--- config.mk ---
export PLATFORM = sky130hd
export DESIGN_NAME = mult_mem_reader
export DESIGN_NICKNAME = d
export VERILOG_FILES = /design/src/rtl/mult_mem_reader.sv
export SDC_FILE = /design/constraint.sdc
export NUM_CORES = 1
export LEC_CHECK = 0
export CAP_MARGIN = 30
export CORE_MARGIN = 2
export CORE_UTILIZATION = 40
export CTS_CLUSTER_SIZE = 20
export DETAILED_ROUTE_END_ITERATION = 8
export PLACE_DENSITY = 0.71
export SYNTH_ARGS = -nofsm -noshare
export SYNTH_HDL_FRONTEND = slang
export SYNTH_SLANG_ARGS = --single-unit
--- constraint.sdc ---
create_clock -name clk -period 4.6 [get_ports clk]
set_input_delay 0.92 -clock clk [delete_from_list [all_inputs] [get_ports clk]]
set_output_delay 0.92 -clock clk [all_outputs]
set_load 0.1 [all_outputs]
--- src/rtl/mult_mem_reader.sv ---
// Consumer end of the 8-word multiplier result memory: counts completed half-fills,
// snapshots all 8 words, streams them over valid/ready and reports their wrap-around sum.
module mult_mem_reader #(
  parameter int WIDTH = 32
) (
  input  logic             clk,
  input  logic             rst,
  input  logic             we_in,
  input  logic [WIDTH-1:0] in1,
  input  logic [WIDTH-1:0] in2,
  input  logic [WIDTH-1:0] in3,
  input  logic [WIDTH-1:0] in4,
  input  logic [WIDTH-1:0] in5,
  input  logic [WIDTH-1:0] in6,
  input  logic [WIDTH-1:0] in7,
  input  logic [WIDTH-1:0] in8,
  input  logic             out_ready,
  output logic             out_valid,
  output logic [WIDTH-1:0] out_data,
  output logic [2:0]       out_idx,
  output logic             out_last,
  output logic [WIDTH-1:0] sum,
  output logic             sum_valid,
  output logic             busy,
  output logic             overrun
);

  typedef enum logic [1:0] {
    S_IDLE   = 2'd0,
    S_STREAM = 2'd1,
    S_DONE   = 2'd2
  } state_t;

  state_t           state_q, state_d;
  logic             we_q, we_d;
  logic [1:0]       half_cnt_q, half_cnt_d;
  logic [2:0]       idx_q, idx_d;
  logic [WIDTH-1:0] sum_acc_q, sum_acc_d;
  logic [WIDTH-1:0] sum_q, sum_d;
  logic             overrun_q, overrun_d;
  logic [WIDTH-1:0] buf_q [8];
  logic [WIDTH-1:0] buf_d [8];
  logic [WIDTH-1:0] in_words [8];

  logic             fall;
  logic             capture;
  logic             fire;
  logic [WIDTH-1:0] acc_next;

  assign in_words[0] = in1;
  assign in_words[1] = in2;
  assign in_words[2] = in3;
  assign in_words[3] = in4;
  assign in_words[4] = in5;
  assign in_words[5] = in6;
  assign in_words[6] = in7;
  assign in_words[7] = in8;

  // A completed half-fill is the falling edge of the write strobe.
  assign fall     = we_q & ~we_in;
  assign capture  = (state_q == S_IDLE) &&
                    ((half_cnt_q == 2'd2) || ((half_cnt_q == 2'd1) && fall));
  assign fire     = (state_q == S_STREAM) && out_ready;
  assign acc_next = sum_acc_q + buf_q[idx_q];

  // State register
  always_ff @(posedge clk) begin
    if (rst) begin
      state_q <= S_IDLE;
    end else begin
      state_q <= state_d;
    end
  end

  // Next-state logic
  always_comb begin
    state_d = state_q;
    unique case (state_q)
      S_IDLE:   if (capture) state_d = S_STREAM;
      S_STREAM: if (fire && (idx_q == 3'd7)) state_d = S_DONE;
      S_DONE:   state_d = S_IDLE;
      default:  state_d = S_IDLE;
    endcase
  end

  // Datapath next values
  always_comb begin
    // NOTE: every variable gets a hold value first so no path through this block
    // leaves it unassigned, which would otherwise infer a latch.
    we_d       = we_in;
    half_cnt_d = half_cnt_q;
    idx_d      = idx_q;
    sum_acc_d  = sum_acc_q;
    sum_d      = sum_q;
    overrun_d  = overrun_q;
    buf_d      = buf_q;

    if (capture) begin
      // A fall at the capture edge only survives when it is a third half on top of a stored pair.
      half_cnt_d = ((half_cnt_q == 2'd2) && fall) ? 2'd1 : 2'd0;
      buf_d      = in_words;
      idx_d      = 3'd0;
      sum_acc_d  = '0;
    end else if (fall) begin
      if (half_cnt_q == 2'd2) begin
        overrun_d = 1'b1;
      end else begin
        half_cnt_d = half_cnt_q + 2'd1;
      end
    end

    if (fire) begin
      sum_acc_d = acc_next;
      if (idx_q == 3'd7) begin
        sum_d = acc_next;
      end else begin
        idx_d = idx_q + 3'd1;
      end
    end
  end

  always_ff @(posedge clk) begin
    // NOTE: sequential state uses non-blocking assignments so every flop samples
    // the pre-edge values regardless of evaluation order.
    if (rst) begin
      we_q       <= 1'b0;
      half_cnt_q <= 2'd0;
      idx_q      <= 3'd0;
      sum_acc_q  <= '0;
      sum_q      <= '0;
      overrun_q  <= 1'b0;
      // NOTE: the snapshot buffer is reset as well so out_data is never undefined
      // after reset; it is only 8 words, so the reset fan-out is acceptable.
      for (int i = 0; i < 8; i++) begin
        buf_q[i] <= '0;
      end
    end else begin
      we_q       <= we_d;
      half_cnt_q <= half_cnt_d;
      idx_q      <= idx_d;
      sum_acc_q  <= sum_acc_d;
      sum_q      <= sum_d;
      overrun_q  <= overrun_d;
      buf_q      <= buf_d;
    end
  end

  // Output logic; stream fields read zero outside STREAM.
  always_comb begin
    out_valid = (state_q == S_STREAM);
    out_data  = out_valid ? buf_q[idx_q] : '0;
    out_idx   = out_valid ? idx_q : 3'd0;
    out_last  = out_valid && (idx_q == 3'd7);
    sum_valid = (state_q == S_DONE);
    busy      = (state_q != S_IDLE);
    sum       = sum_q;
    overrun   = overrun_q;
  end

endmodule

Figure 1. Sequential cells coloured by netlist name.
Drawn at 1.5 px/um.
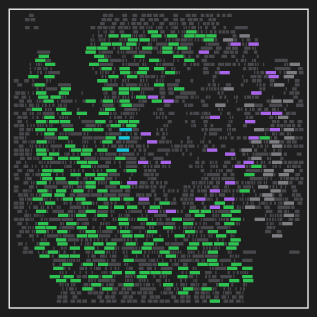
legend:
  green:
    signal: buf_q
    flops: 256
  purple:
    signal: sum_acc_q
    flops: 32
  cyan:
    signal: idx_q
    flops: 3
not coloured: 38

Figure 2. Wiring by layer.
Drawn at 2 px/um.
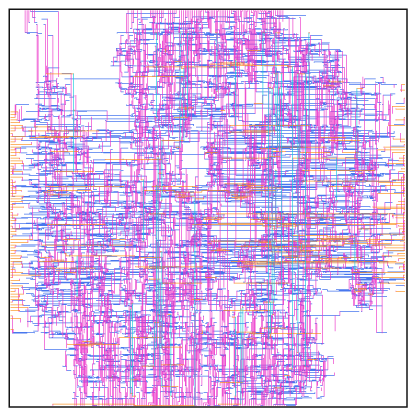
legend:
  cyan:
    layer: metal 4
    wire_length: 2160 um
  orange:
    layer: metal 3
    wire_length: 3130 um
  magenta:
    layer: metal 2
    wire_length: 23.5 mm
  blue:
    layer: metal 1
    wire_length: 22.4 mm

Figure 3. Nets reached from selected ports.
Drawn at 2 px/um.
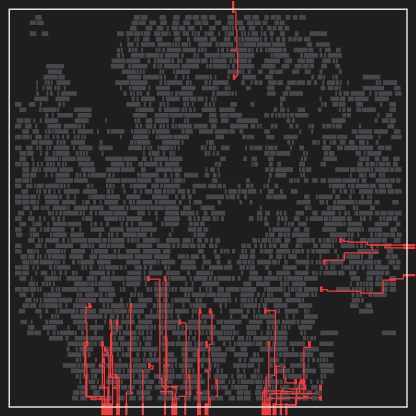
legend:
  red:
    port: in5
    bits: 32
    direction: input
    edge: 28 south, 3 east, 1 north
    end_cells: 32
    buffers: 32
    wire: 1270 um

==> impl_metrics.csv <==
group,metric,value,unit
synth,top_area_cell,"dfxtp_1",
setup_path,r2r_slack,0.53,ns
synth,synth_area,15100,um^2
sta,maxSlewHeadroom,32.3,%
min_path,min_to,"buf_q[179]$_SDFFE_PP0P_",
synth,synth_flops,329,
clock_tree,htreeDepth,2,
synth,async_flop_share,0,%
sta,min_period,4.07,ns
synth,area_leaders,"dfxtp_1 (44%), nand2_1 (15%), a21oi_1 (11%)",
synth,syn-num-nets,2102,
place,io_buffers,331,
clock_tree,clock_sinks,329,
sta,hold_viol,0,
sta,slew_violations,0,
sta,fmax,246,MHz
run_status,status,"completed",
sta,worst_pin_slew,1.01,ns
detailed_routing,dr.pass1.iters,5,
setup_path,end_kind,"register",
synth,ys.flop_type,"dfxtp_1",
setup_path,cp_max_fo,35,
floorplanning,chipHeight,198,um
final_layout,finalNetCount,2362,
clock_tree,clk_latency,0.52,ns
floorplanning,fp_util,40.3,%
setup_path,startpoint_type,"register",
synth,common_cells,"nand2_1 (599), dfxtp_1 (329), a21oi_1 (328)",
sta,period_used_share,88.4,%
clock_tree,clockBufferDepth,3,
clock_tree,cts_buffers,36,
setup_path,r2r-start,"idx_q[0]$_SDFF_PP0_",
sta,skew,0.0193,ns
grt,grt_use_total,25.5,%
floorplanning,core_area,37400,um^2
synth,synth_seq_share,43.7,%
setup_path,reg2reg_to,"sum_acc_q[30]$_SDFFE_PP0P_",
pwr,p_leak,7.08,nW
pwr,p_per_area,331,nW/um^2
synth,ys_cells,1806,
grt,grt-ovfl-total,0,
sta,setup_viol,0,
clock_tree,post_cts_buffers,0,
sta,grt_setup_unrepaired,"false",
detailed_routing,drt_iter0_drc,1091,
grt,grt_antenna_before_repair,0,
floorplanning,rows,71,
grt,first_global_vias,13500,
detailed_routing,wl,51.2,mm
final_layout,syn_to_final_growth,32.5,%
setup_path,worstPathArrival,4.48,ns
sta,setup_tns,0,ns
place,dp_slack,0.549,ns
synth,syn_area_per_cell,8.35,um^2
setup_path,max_stage_delay,0.56,ns
place,place_congestion,0.935,
setup_path,path_common_cell,"o211ai_1",
floorplanning,die-area,39300,um^2
final_layout,stdcell_area,20000,um^2
detailed_routing,route.detailed.wl_per_inst,19.7,um
place,placed_cell_area,18800,um^2
synth,netlist.area_leader.share,43.7,%
grt,grt_start_max_net_pins,171,
clock_tree,hold_buffers,0,
synth,synth.distinct_cells,50,
final_layout,layout-drive-gt1-share,10.6,%
detailed_routing,vias,14000,
min_path,worstHoldStart,"buf_q[179]$_SDFFE_PP0P_",
sta,worst_slack,0.532,ns
place,dpl.hpwl,38.3,mm
flow_run,tool_warnings,33,
min_path,hold_class,"register to register",
detailed_routing,antenna_left,0,
-- worst max path at each step --
stage,from,end,slack (ns)
2_1_floorplan,idx_q[0]$_SDFF_PP0_,sum_acc_q[30]$_SDFFE_PP0P_,0.38
3_3_place_gp,idx_q[0]$_SDFF_PP0_,sum_acc_q[16]$_SDFFE_PP0P_,0.61
3_5_place_dp,idx_q[0]$_SDFF_PP0_,sum_acc_q[30]$_SDFFE_PP0P_,0.55
4_1_cts,idx_q[0]$_SDFF_PP0_,sum_acc_q[30]$_SDFFE_PP0P_,0.53
5_1_grt,idx_q[0]$_SDFF_PP0_,sum_acc_q[30]$_SDFFE_PP0P_,0.36
6_report,idx_q[0]$_SDFF_PP0_,sum_acc_q[30]$_SDFFE_PP0P_,0.53
-- routing by layer --
| metal | vias up | share of wire (%) | GRT usage [%] |
|---|---|---|---|
| li1 | 6708 | - | - |
| met1 | 6732 | 44 | 34.3 |
| met2 | 489 | 46 | 40.8 |
| met3 | 94 | 6.1 | 4.04 |
| met4 | 0 | 4.2 | 10.8 |
| met5 | - | 0 | 0 |
-- layout make-up --
type	instances	area (um^2)
clock inverters	9	141
multi-input cells	1334	7980
well taps	511	639
flip-flops and latches	329	6600
clock buffers	54	1040
fillers	3502	17400
inverters	7	26.3
diodes	1	2.50
repair buffers	358	3560
-- per-stage QoR --
stage,util (%),hold slack [ns],instances
after global placement,50.2,0.440,2538
after detailed placement,50.2,0.444,2539
after global routing,53.4,0.465,2602
after CTS,53.4,0.452,2602
after floorplan,-,0.433,1806
final,53.4,0.451,2603
-- sequential cells by signal, summed over array words and instances (netlist names) --
signal / flops
buf_q: 256
half_cnt_q: 2
idx_q: 3
overrun: 1
state_q: 2
sum: 32
sum_acc_q: 32
we_q: 1
-- logic make-up after synthesis --
family                     synth area share (%)
AOI/OAI and AO/OA                          15.9
xor gates and xnor gates                   1.80
adders and majority gates                  3.04
buffers and inverters                      3.61
DFF                                        43.7
muxes                                      12.1
and+or+nand+nor                            19.9
-- placed cells by master (no fill, tap or decap), types with 5 or more instances in the layout --
master           synthesis  layout
nor3_1                  12      11
a22o_1                  23      23
mux2_2                  31      31
and3_1                   5       5
dfxtp_1                329     326
nor2b_1                  6       5
clkdlybuf4s50_1          0     296
xnor2_1                 19      19
a21o_1                   8       8
clkbuf_8                 0       7
a31oi_1                  8       8
nand3_1                 26      26
nand4_1                  6       6
clkbuf_16                0      36
and2_1                  37      37
inv_1                    7       7
o21a_1                   6       6
buf_4                    0      52
a211oi_1                 5       5
mux4_2                  64      64
o21ai_0                 21      21
nand2_1                599     599
a21oi_1                328     328
clkbuf_1               118      11
o211ai_1                 7       7
ha_1                    35      35
xor2_1                  12      12
nor2_1                  35      33
buf_12                   0       8
-- critical path, delay by kind of cell (launching register included) --
family                   cells  cell delay [ns]
flip-flops                   1             0.40
adder cells (fa/ha/maj)      1             0.38
buffers and inverters        1             0.29
XOR/XNOR                     1             0.15
multiplexers                 2             0.87
AND-OR/OR-AND                7             1.86
-- report_power, final --
group          internal (W)  total (W)  switching [W]
registers           0.00294    0.00299      0.0000495
clock network       0.00173    0.00291        0.00117
logic              0.000351   0.000721       0.000370
Power figures rest on the tool's default switching activity, not on a simulated workload.
